**The metal 1 layer**

Scale: 10 px per um. Supply wires on this layer in gray. Cells faint in the background.
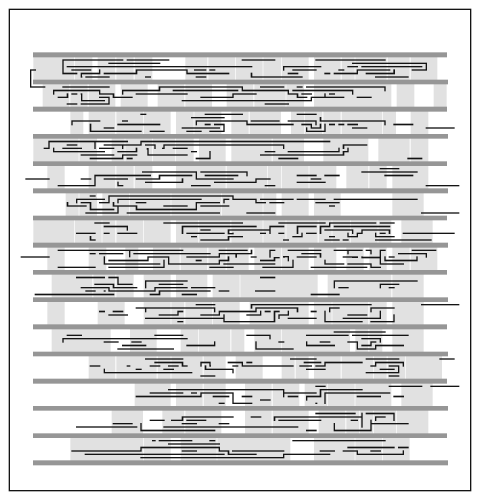
**Placed standard cells**

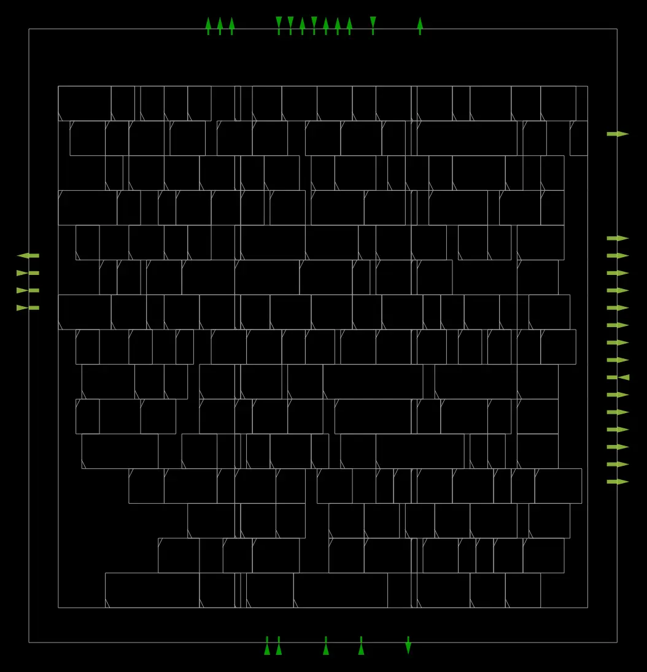
**Wires at chosen ports, followed through buffers**

Scale: 6 px per um.
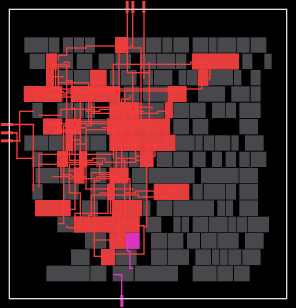
--- src/rtl/multicycle_control.sv ---
// Multi-cycle Beta control sequencer on a shared, variable-latency memory port.
// Optional bus-timeout fault: define MCTRL_MEM_TIMEOUT_EN.
module multicycle_control #(
    parameter int TIMEOUT_CYCLES = 16
) (
    input  logic       clk,
    input  logic       RESET,
    input  logic [5:0] op_code,
    input  logic       Z,
    input  logic       IRQ,
    input  logic       supervisor,
    input  logic       mem_ready,
    output logic [5:0] ALUFN,
    output logic       ASEL,
    output logic       BSEL,
    output logic       RA2SEL,
    output logic       WASEL,
    output logic [1:0] WDSEL,
    output logic [2:0] PCSEL,
    output logic       MOE,
    output logic       MWR,
    output logic       MEM_REQ,
    output logic       IR_LD,
    output logic       PC_LD,
    output logic       WERF,
    output logic [2:0] state,
    output logic       bus_fault
);

    localparam logic [2:0] S_FETCH  = 3'd0;
    localparam logic [2:0] S_DECODE = 3'd1;
    localparam logic [2:0] S_EXEC   = 3'd2;
    localparam logic [2:0] S_MEM    = 3'd3;
    localparam logic [2:0] S_IRQ    = 3'd4;
    localparam logic [2:0] S_TRAP   = 3'd5;
    localparam logic [2:0] S_FAULT  = 3'd6;
    localparam logic [2:0] S_RST    = 3'd7;

    localparam logic [5:0] OP_NOP = 6'h00;
    localparam logic [5:0] OP_LD  = 6'h18;
    localparam logic [5:0] OP_ST  = 6'h19;
    localparam logic [5:0] OP_JMP = 6'h1B;
    localparam logic [5:0] OP_BEQ = 6'h1C;
    localparam logic [5:0] OP_BNE = 6'h1D;
    localparam logic [5:0] OP_LDR = 6'h1F;

    localparam logic [5:0] AFN_DEF = 6'b101010;
    localparam logic [5:0] AFN_ADD = 6'b010000;

    logic [2:0] state_q;
    logic [2:0] next_state;
    logic       nib_ok;
    logic       alu_r;
    logic       alu_c;
    logic       is_mem;
    logic       legal;
    logic       timeout;
    logic [5:0] alu_fn;

    assign state = state_q;

    // Low nibble picks the ALU op; register and constant forms share it.
    always_comb begin
        alu_fn = AFN_DEF;
        nib_ok = 1'b1;
        unique case (op_code[3:0])
            4'h0: alu_fn = 6'b010000;
            4'h1: alu_fn = 6'b010001;
            4'h4: alu_fn = 6'b000011;
            4'h5: alu_fn = 6'b000101;
            4'h6: alu_fn = 6'b000111;
            4'h8: alu_fn = 6'b101000;
            4'h9: alu_fn = 6'b101110;
            4'hA: alu_fn = 6'b100110;
            4'hB: alu_fn = 6'b101001;
            4'hC: alu_fn = 6'b110000;
            4'hD: alu_fn = 6'b110001;
            4'hE: alu_fn = 6'b110011;
            default: nib_ok = 1'b0;
        endcase
    end

    assign alu_r  = nib_ok && (op_code[5:4] == 2'b10);
    assign alu_c  = nib_ok && (op_code[5:4] == 2'b11);
    assign is_mem = (op_code == OP_LD) || (op_code == OP_ST)
                 || (op_code == OP_LDR);
    assign legal  = alu_r || alu_c || is_mem
                 || (op_code == OP_NOP) || (op_code == OP_JMP)
                 || (op_code == OP_BEQ) || (op_code == OP_BNE);

`ifdef MCTRL_MEM_TIMEOUT_EN
    logic [7:0] wait_cnt;

    // Counts consecutive not-ready cycles; cleared whenever a wait ends.
    always_ff @(posedge clk) begin
        if (RESET) begin
            wait_cnt <= 8'd0;
        end else if ((state_q == S_FETCH || state_q == S_MEM) && !mem_ready) begin
            if (wait_cnt != 8'hFF) wait_cnt <= wait_cnt + 8'd1;
        end else begin
            wait_cnt <= 8'd0;
        end
    end

    assign timeout   = !mem_ready && (wait_cnt >= 8'(TIMEOUT_CYCLES - 1));
    assign bus_fault = (state_q == S_FAULT);
`else
    assign timeout   = 1'b0;
    assign bus_fault = 1'b0;
`endif

    always_comb begin
        next_state = S_RST;
        unique case (state_q)
            S_RST:   next_state = S_FETCH;
            S_FETCH, S_MEM: begin
                if (mem_ready)    next_state = (state_q == S_FETCH) ? S_DECODE : S_FETCH;
                else if (timeout) next_state = S_FAULT;
                else              next_state = state_q;
            end
            S_DECODE: begin
                if (IRQ && !supervisor) next_state = S_IRQ;
                else if (!legal)        next_state = S_TRAP;
                else if (is_mem)        next_state = S_MEM;
                else                    next_state = S_EXEC;
            end
            default: next_state = S_FETCH;
        endcase
    end

    always_ff @(posedge clk) begin
        if (RESET) state_q <= S_RST;
        else       state_q <= next_state;
    end

    always_comb begin
        ALUFN   = AFN_DEF;
        ASEL    = 1'b0;
        BSEL    = 1'b0;
        RA2SEL  = 1'b0;
        WASEL   = 1'b0;
        WDSEL   = 2'b00;
        PCSEL   = 3'b000;
        MOE     = 1'b0;
        MWR     = 1'b0;
        MEM_REQ = 1'b0;
        IR_LD   = 1'b0;
        PC_LD   = 1'b0;
        WERF    = 1'b0;
        unique case (state_q)
            S_FETCH: begin
                MEM_REQ = 1'b1;
                MOE     = 1'b1;
                IR_LD   = mem_ready;
            end
            S_EXEC: begin
                PC_LD = 1'b1;
                if (alu_r || alu_c) begin
                    WERF  = 1'b1;
                    WDSEL = 2'b01;
                    BSEL  = alu_c;
                    ALUFN = alu_fn;
                end else if (op_code == OP_JMP) begin
                    WERF  = 1'b1;
                    PCSEL = 3'b010;
                end else if (op_code == OP_BEQ) begin
                    WERF  = 1'b1;
                    PCSEL = Z ? 3'b001 : 3'b000;
                end else if (op_code == OP_BNE) begin
                    WERF  = 1'b1;
                    PCSEL = Z ? 3'b000 : 3'b001;
                end
            end
            S_MEM: begin
                MEM_REQ = 1'b1;
                if (op_code == OP_LDR) begin
                    ASEL = 1'b1;
                end else begin
                    ALUFN = AFN_ADD;
                    BSEL  = 1'b1;
                end
                if (op_code == OP_ST) begin
                    MWR    = 1'b1;
                    RA2SEL = 1'b1;
                end else begin
                    MOE = 1'b1;
                end
                if (mem_ready) begin
                    PC_LD = 1'b1;
                    if (op_code != OP_ST) begin
                        WERF  = 1'b1;
                        WDSEL = 2'b10;
                    end
                end
            end
            S_IRQ, S_TRAP, S_FAULT: begin
                WASEL = 1'b1;
                WERF  = 1'b1;
                PC_LD = 1'b1;
                PCSEL = (state_q == S_IRQ)  ? 3'b100 :
                        (state_q == S_TRAP) ? 3'b011 : 3'b101;
            end
            default: ;
        endcase
    end

endmodule

--- config.mk ---
export PLATFORM = sky130hd
export DESIGN_NAME = multicycle_control
export DESIGN_NICKNAME = d
export VERILOG_FILES = /design/src/rtl/multicycle_control.sv
export SDC_FILE = /design/constraint.sdc
export NUM_CORES = 1
export LEC_CHECK = 0
export CAP_MARGIN = 15
export CORE_AREA = 2 2 44 46
export DETAILED_ROUTE_END_ITERATION = 12
export DIE_AREA = 0 0 46 48
export PLACE_DENSITY = 0.78
export SLEW_MARGIN = 20
export SYNTH_ARGS = -nofsm -noshare
export SYNTH_HDL_FRONTEND = slang
export SYNTH_SLANG_ARGS = --single-unit
--- constraint.sdc ---
create_clock -name clk -period 2 [get_ports clk]
set_clock_uncertainty 0.1 [all_clocks]
set_input_delay 0.4 -clock clk [delete_from_list [all_inputs] [get_ports clk]]
set_output_delay 0.4 -clock clk [all_outputs]
set_load 0.005 [all_outputs]
==> tab_implementation.tex <==
% Generated from flow reports
\begin{tabular}{lr}
\hline
Metric & Value \\
\hline
\multicolumn{2}{l}{\textbf{Timing}} \\
Setup repair after global routing missed its margin & true \\
Highest achievable clock rate & 0.484 GHz \\
Hold violation count in the final report & 0 \\
Final-report setup violation count & 4 \\
Final TNS setup & -149 ps \\
Part of the cycle the worst path needs & 103\% \\
WHS & 693 ps \\
Setup slack of the critical path after layout & -64.3 ps \\
Total count of max-transition violations in the final report & 0 \\
Minimum clock period after layout & 2060 ps \\
\multicolumn{2}{l}{\textbf{Worst setup path}} \\
Cell occurring most often along the worst timing path & sky130\_fd\_sc\_hd\_\_buf\_4 \\
Buffering stage count on the worst path with inverters included & 3 \\
Cells traversed along the worst timing path & buf\_4 -> nand3\_4 -> a31oi\_4 -> buf\_4 -> a21o\_1 -> clkdlybuf4s15\_2 \\
Crit path largest cell delay & 390 ps \\
Data arrival, critical path & 1560 ps \\
Slowest-stage cell, CP & sky130\_fd\_sc\_hd\_\_dfxtp\_1 \\
Worst Setup End Kind & output pin \\
Top fanout value on the critical path & 7 \\
Start-to-end type of the worst setup path & reg -> out \\
Type of element launching the critical path & register \\
Required time at the worst-slack endpoint & 1500 ps \\
Cell family with most CP delay & buffers and inverters \\
\multicolumn{2}{l}{\textbf{Synth}} \\
Summed standard-cell area reported by yosys & 619 um2 \\
Post-synth tally of flip-flops with integrated enable & 0 \\
Synthesized Nets & 112 \\
Ys Warns & 0 \\
Cell type with the highest aggregate area in the netlist & sky130\_fd\_sc\_hd\_\_dfxtp\_1 \\
Number of synthesized register bits & 3 \\
Synthesized area per cell & 6.19 um2 \\
Seq share, synth & 9.70\% \\
Yosys cell count & 100 \\
Ranking of synthesized cells by instance count & sky130\_fd\_sc\_hd\_\_a21oi\_1, sky130\_fd\_sc\_hd\_\_nand2\_1, sky130\_fd\_sc\_hd\_\_nand2b\_1, sky130\_fd\_sc\_hd\_\_nand3\_1, sky130\_fd\_sc\_hd\_\_nor2\_1 \\
Mapped cell area & 619 um2 \\
Max-area cell share & 9.70\% \\
Most frequent cell after synthesis & sky130\_fd\_sc\_hd\_\_a21oi\_1 \\
Cell variety after synth & 35 \\
Share of synthesized registers carrying an async set or reset & 0\% \\
Most area-consuming cells after synthesis & sky130\_fd\_sc\_hd\_\_dfxtp\_1, sky130\_fd\_sc\_hd\_\_a21oi\_1, sky130\_fd\_sc\_hd\_\_nand2b\_1 \\
Top flip-flop cell by instance count after synthesis & sky130\_fd\_sc\_hd\_\_dfxtp\_1 \\
Post-Syn Instances & 100 \\
\multicolumn{2}{l}{\textbf{Cells and area}} \\
Final antenna diode count & 0 \\
Post-route non-filler standard cell count & 190 \\
Proportion of layout cells with a drive suffix above 1 & 47.4\% \\
Most frequently placed logic cells in the final layout & sky130\_fd\_sc\_hd\_\_buf\_4, sky130\_fd\_sc\_hd\_\_dlygate4sd2\_1, sky130\_fd\_sc\_hd\_\_a21oi\_1, sky130\_fd\_sc\_hd\_\_buf\_2, sky130\_fd\_sc\_hd\_\_nand2\_1 \\
Flip-flop count of the largest register after layout & 3 \\
Count of nets after finishing & 186 \\
Synthesis-to-finish area growth & 114\% \\
Commonest non-fill, non-tap cell in the layout & sky130\_fd\_sc\_hd\_\_buf\_4 \\
Total non-filler cell area in the finished layout & 1330 um2 \\
\multicolumn{2}{l}{\textbf{Die}} \\
Die X-Extent & 46 um \\
Die extent in y & 48 um \\
Starting density of the core & 36.7\% \\
Area of the core & 1690 um2 \\
Chip area & 2210 um2 \\
Boundary Pins & 37 \\
\multicolumn{2}{l}{\textbf{Global routing}} \\
Met2 usage & 49.7\% \\
Remaining global-route overflow & 0 \\
GRT Util Overall & 26.5\% \\
Antenna violations before repair & 0 \\
Pin count of the biggest net entering global routing & 13 \\
Most heavily used metal layer in global routing & met2 \\
Wire length of the first global-routing pass & 4260 um \\
Via count of the first global-routing pass & 971 \\
Met1 Resource Use GR & 31.6\% \\
Met3 track demand over resource & 1.51\% \\
\multicolumn{2}{l}{\textbf{Status}} \\
Run status & finished, violations left \\
Failing checks & setup timing \\
\multicolumn{2}{l}{\textbf{Job}} \\
Number of warnings the tools reported & 28 \\
Max-cap check violation count & 0 \\
\multicolumn{2}{l}{\textbf{Route}} \\
Remaining number of nets flagged by the antenna check after routing & 0 \\
DR WL met2 & 1630 um \\
Met3 wire len & 127 um \\
Post-detailed-routing wire length & 3030 um \\
Post-detailed-route via-to-cell ratio & 5.54 \\
Number of detailed-route iterations in the first pass & 4 \\
Routed metal-1 wire length & 1270 um \\
Residual DRC & 0 \\
Via count & 1053 \\
Detailed Route Iter0 Violations & 37 \\
Highest signal layer in the routed design & met4 \\
Average wire per cell in the routed design & 16.0 um \\
\multicolumn{2}{l}{\textbf{Clocking}} \\
TritonCTS clock tree & done \\
Post-cts gate resize count & 95 \\
Clock-pin slew reported for the worst setup and hold paths after clock tree synthesis & 40 ps \\
H-Tree Depth & 1 \\
CTS sink count & 3 \\
Post CTS Setup Buffer Count & 10 \\
Worst-skew pair later-pin latency & 240 ps \\
Hold buffer count at CTS & 0 \\
CTS Buf Count & 3 \\
Maximum root-to-sink buffer count & 2 \\
Cell at the root of the clock tree & sky130\_fd\_sc\_hd\_\_clkbuf\_4 \\
\multicolumn{2}{l}{\textbf{Place}} \\
Routability-driven placement congestion ratio & 0.862 \\
HPWL after detailed placement & 1940 um \\
Post-Place Cells & 173 \\
Worst slack, placed & -794 ps \\
Area after detailed placement & 1170 um2 \\
Port Buf Inserts & 35 \\
\multicolumn{2}{l}{\textbf{Power}} \\
Sequential power & 71.1 uW \\
Switching power total & 183 uW \\
Leakage power of the design & 0.664 nW \\
Worst-case vdd ir drop & 309 uV \\
Flop pwr share & 15.0\% \\
Power consumed by combinational cells & 287 uW \\
Internal cell power & 292 uW \\
Switching Fraction & 38.5\% \\
Pwr dens & 358 nW/um2 \\
Largest power group & combinational logic \\
Portion of total power attributed to combinational logic & 60.5\% \\
Total power consumption of the routed design & 475 uW \\
Clock group share of total power & 24.6\% \\
Total clock network power & 117 uW \\
\multicolumn{2}{l}{\textbf{Min path}} \\
Class of the tightest hold or removal check & reg -> reg \\
\hline
\end{tabular}
About 'the metal 1 layer':
The wires run mostly horizontal. The longest straight run is 18.9 um. The layer holds 42% of the routed length. The layer carries 1270 um of wire.

About 'placed standard cells':
Core Rows: 15
registers: 3
final core occ: 78.6%
sequential cell area share: 4.62%

About 'wires at chosen ports, followed through buffers':
Red is op_code, bits 6, direction input, edge 3 top, 3 left, end cells 42, wire 758 um. Magenta is supervisor, bits 1, direction input, edge bottom, end cells 1, wire 10.3 um.

==> final cells by class <==
cell class / instances / area (um2)
Clock buffer: 4 / 26.3
Fill cell: 112 / 362
Inverter: 6 / 22.5
Multi-Input combinational cell: 82 / 584
Sequential cell: 3 / 61.3
Tap cell: 17 / 21.3
Timing Repair Buffer: 78 / 612
==> worst paths after layout <==
path	from	end	slack (ps)	cells after the start
hold reg to reg	state[2]	state[2]	690	3
setup reg to reg	state[0]	state[0]	270	4
setup / recovery	state[0]	ALUFN[4]	-60	6
hold / removal	state[2]	state[2]	690	3
==> logic make-up after synthesis <==
logic type	synth area share [%]
mux	1.62
other cells	0.605
xor+xnor	2.83
simple gates	36.8
buf+inv	11.3
flops	9.70
compound gates	37.2
No activity file was given, so power comes from the tool's default toggle rates.
